--- src/rtl/iu_issue_arbiter.sv ---
// Round-robin issue arbiter sharing one integer unit between operand-collector ports,
// with grant locking under back-pressure and a credit limit on in-flight instructions.
module iu_issue_arbiter #(
  parameter int unsigned NumRequesters   = 4,
  parameter int unsigned RegWidth        = 32,
  parameter int unsigned WarpWidth       = 4,
  parameter int unsigned OperandsPerInst = 2,
  parameter int unsigned MaxInFlight     = 2,
  parameter type iid_t       = logic,
  parameter type reg_idx_t   = logic,
  parameter type inst_sub_t  = logic [3:0],
  parameter type warp_data_t = logic [RegWidth*WarpWidth-1:0],
  localparam int unsigned IdxWidth = (NumRequesters > 1) ? $clog2(NumRequesters) : 1,
  localparam int unsigned CntWidth = $clog2(MaxInFlight + 1)
) (
  input  logic                     clk_i,
  input  logic                     rst_i,
  input  logic [NumRequesters-1:0] opc_valid_i,
  output logic [NumRequesters-1:0] opc_ready_o,
  input  iid_t                     opc_tag_i      [NumRequesters],
  input  inst_sub_t                opc_inst_sub_i [NumRequesters],
  input  reg_idx_t                 opc_dst_i      [NumRequesters],
  input  warp_data_t               opc_operands_i [NumRequesters][OperandsPerInst],
  output logic                     eu_valid_o,
  input  logic                     eu_ready_i,
  output iid_t                     eu_tag_o,
  output inst_sub_t                eu_inst_sub_o,
  output reg_idx_t                 eu_dst_o,
  output warp_data_t               eu_operands_o  [OperandsPerInst],
  input  logic                     eu_done_i,
  output logic [IdxWidth-1:0]      grant_idx_o,
  output logic [CntWidth-1:0]      inflight_o
);

  logic [IdxWidth-1:0] rr_r;
  logic [IdxWidth-1:0] lock_idx_r;
  logic                lock_r;
  logic [CntWidth-1:0] inflight_r;

  logic [IdxWidth-1:0] cand_s;
  logic [IdxWidth-1:0] scan_sel_s;
  logic [IdxWidth-1:0] sel_s;
  logic [IdxWidth-1:0] rr_next_s;
  logic                found_s;
  logic                hit_s;
  logic                can_issue_s;
  logic                issue_s;
  logic                stall_s;

  // Reset gates the credit so nothing is offered to the unit while rst_i is held.
  assign can_issue_s = ~rst_i & (inflight_r < CntWidth'(MaxInFlight));

  // Round-robin scan: first valid requester at or above the pointer, wrapping.
  always_comb begin
    scan_sel_s = rr_r;
    found_s    = 1'b0;
    cand_s     = rr_r;
    hit_s      = 1'b0;
    for (int i = 0; i < int'(NumRequesters); i++) begin
      cand_s     = IdxWidth'((int'(rr_r) + i) % int'(NumRequesters));
      hit_s      = ~found_s & opc_valid_i[cand_s];
      scan_sel_s = hit_s ? cand_s : scan_sel_s;
      found_s    = found_s | hit_s;
    end
  end

  assign sel_s     = lock_r ? lock_idx_r : scan_sel_s;
  assign rr_next_s = (sel_s == IdxWidth'(NumRequesters - 1)) ? {IdxWidth{1'b0}}
                                                            : sel_s + IdxWidth'(1);

  assign eu_valid_o = can_issue_s & opc_valid_i[sel_s];
  assign issue_s    = eu_valid_o & eu_ready_i;
  assign stall_s    = eu_valid_o & ~eu_ready_i;

  // Only the selected port sees the unit's ready.
  always_comb begin
    opc_ready_o        = {NumRequesters{1'b0}};
    opc_ready_o[sel_s] = can_issue_s & eu_ready_i;
  end

  // Payload mux from the selected requester.
  always_comb begin
    eu_tag_o      = opc_tag_i[sel_s];
    eu_inst_sub_o = opc_inst_sub_i[sel_s];
    eu_dst_o      = opc_dst_i[sel_s];
    for (int k = 0; k < int'(OperandsPerInst); k++) begin
      eu_operands_o[k] = opc_operands_i[sel_s][k];
    end
  end

  assign grant_idx_o = sel_s;
  assign inflight_o  = inflight_r;

  // Pointer, lock and credit state. The lock is simply "offered but not taken last cycle",
  // so a locked requester that drops valid releases the lock on the next edge.
  always_ff @(posedge clk_i or posedge rst_i) begin
    if (rst_i) begin
      rr_r       <= {IdxWidth{1'b0}};
      lock_r     <= 1'b0;
      lock_idx_r <= {IdxWidth{1'b0}};
      inflight_r <= {CntWidth{1'b0}};
    end else begin
      rr_r       <= issue_s ? rr_next_s : rr_r;
      lock_r     <= stall_s;
      lock_idx_r <= stall_s ? sel_s : lock_idx_r;
      case ({issue_s, eu_done_i})
        2'b10:   inflight_r <= inflight_r + CntWidth'(1);
        2'b01:   inflight_r <= (inflight_r == {CntWidth{1'b0}}) ? inflight_r
                                                               : inflight_r - CntWidth'(1);
        default: inflight_r <= inflight_r;
      endcase
    end
  end

  iu_issue_arbiter_chk #(
    .CntWidth    (CntWidth),
    .MaxInFlight (MaxInFlight)
  ) u_chk (
    .clk        (clk_i),
    .rst        (rst_i),
    .done       (eu_done_i),
    .issue      (issue_s),
    .lock       (lock_r),
    .lock_valid (opc_valid_i[lock_idx_r]),
    .inflight   (inflight_r)
  );

endmodule

// Protocol checks on the arbiter's credit counter and locked-requester behaviour.
module iu_issue_arbiter_chk #(
  parameter int unsigned CntWidth    = 2,
  parameter int unsigned MaxInFlight = 2
) (
  input logic                clk,
  input logic                rst,
  input logic                done,
  input logic                issue,
  input logic                lock,
  input logic                lock_valid,
  input logic [CntWidth-1:0] inflight
);

  a_done_when_empty: assert property (@(posedge clk) disable iff (rst)
    done |-> (inflight != {CntWidth{1'b0}}))
    else $error("eu_done_i with no instruction in flight");

  a_issue_when_full: assert property (@(posedge clk) disable iff (rst)
    issue |-> (inflight != CntWidth'(MaxInFlight)))
    else $error("issue with no credit left");

  a_locked_valid_held: assert property (@(posedge clk) disable iff (rst)
    lock |-> lock_valid)
    else $error("locked requester dropped valid");

endmodule
--- config.mk ---
export PLATFORM = sky130hd
export DESIGN_NAME = iu_issue_arbiter
export DESIGN_NICKNAME = d
export VERILOG_FILES = /design/src/rtl/iu_issue_arbiter.sv
export SDC_FILE = /design/constraint.sdc
export NUM_CORES = 1
export LEC_CHECK = 0
export CORE_AREA = 2 2 520 522
export DETAILED_ROUTE_END_ITERATION = 16
export DIE_AREA = 0 0 522 524
export HOLD_SLACK_MARGIN = 0.03
export PLACE_DENSITY = 0.3
export SYNTH_ARGS = -nofsm -noshare
export SYNTH_HDL_FRONTEND = slang
export SYNTH_SLANG_ARGS = --single-unit
--- constraint.sdc ---
create_clock -name clk_i -period 3.78 [get_ports clk_i]
set_input_delay 0.756 -clock clk_i [delete_from_list [all_inputs] [get_ports clk_i]]
set_output_delay 0.756 -clock clk_i [all_outputs]
set_load 0.02 [all_outputs]
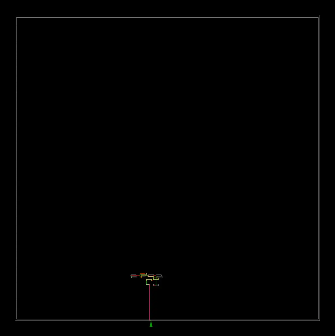
run_1/clocks.png
flop count: 7
clk sinks: 7
clock group power: 180 uW
Skew-Pair Late Insertion Delay: 0.23 ns
CTS Buf Count: 3

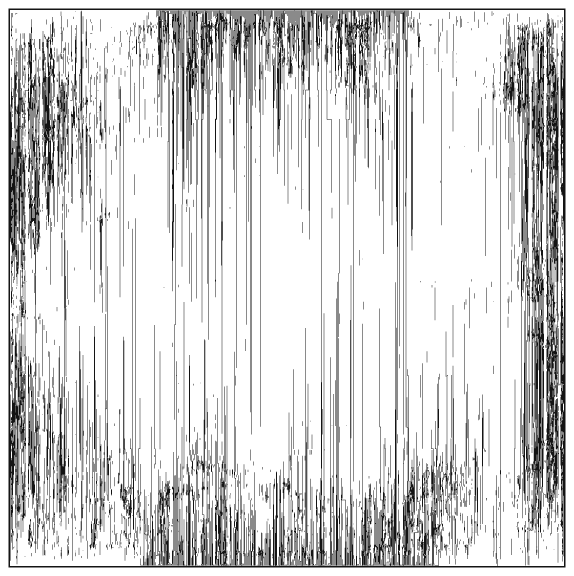
run_1/layer_met2.png
- share of all routed wire: 43%
- wire length on this layer: 104 mm
- longest straight run: 421 um
- main direction: vertical
- nets with wire on the layer: 3973

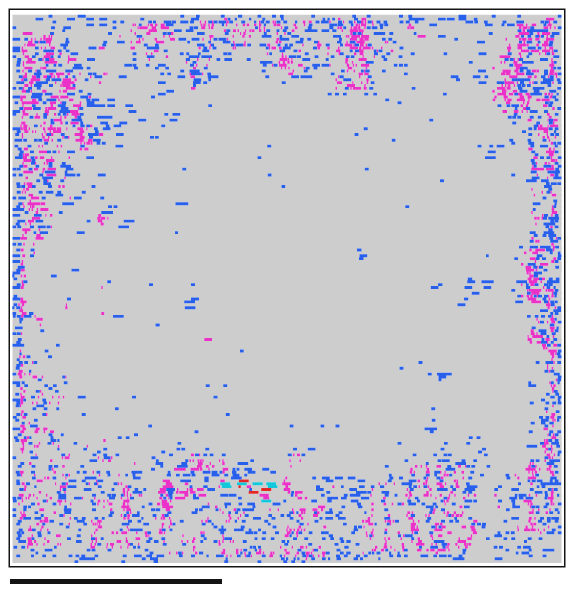
run_1/placement_by_type.png
Bar = 200 um. Fill, decap, tap and diode cells in gray.
- magenta: combinational and other logic (cells 1633; share of their area 34%)
- cyan: flops (cells 7; share of their area 0.58%)
- red: clock drivers and dummy loads (cells 4; share of their area 0.26%)
- blue: other buffers and delay cells (cells 1731; share of their area 65%)
fin util: 0.131
final design area excluding fillers: 35100 um^2

==> qor.yml <==
floorplan:
  chip_area_um2: 274000
  core.rowCount: 190
  core_um2: 267000
  io_pins: 1327
placed_design:
  place_ws_ns: -1.18
sta:
  setup_viol: 70
  slew_headroom: 0.613
  layout_setup_ws_ns: -0.116
  rsz0062_at_grt: "true"
detailed_routing:
  drt_wl_total_um: 240000
  top_layer: "met5"
  initialDrtViolationCount: 1226
yosys:
  ys_cells: 1814
  synth_cell_types: 35
run_status:
  status: "finished with violations"
  violations: "setup timing"
power_and_ir_drop:
  pg_comb_uw: 33200
  power_switching_uw: 17800
layout:
  layout.nonclk_buf_frac: 0.563
setup_path:
  crit_start: "opc_valid_i[0]"
min_path:
  hold_end: "lock_idx_r[1]"
global_route:
  grt_max_degree: 37
Power and IR drop assume default switching activity.
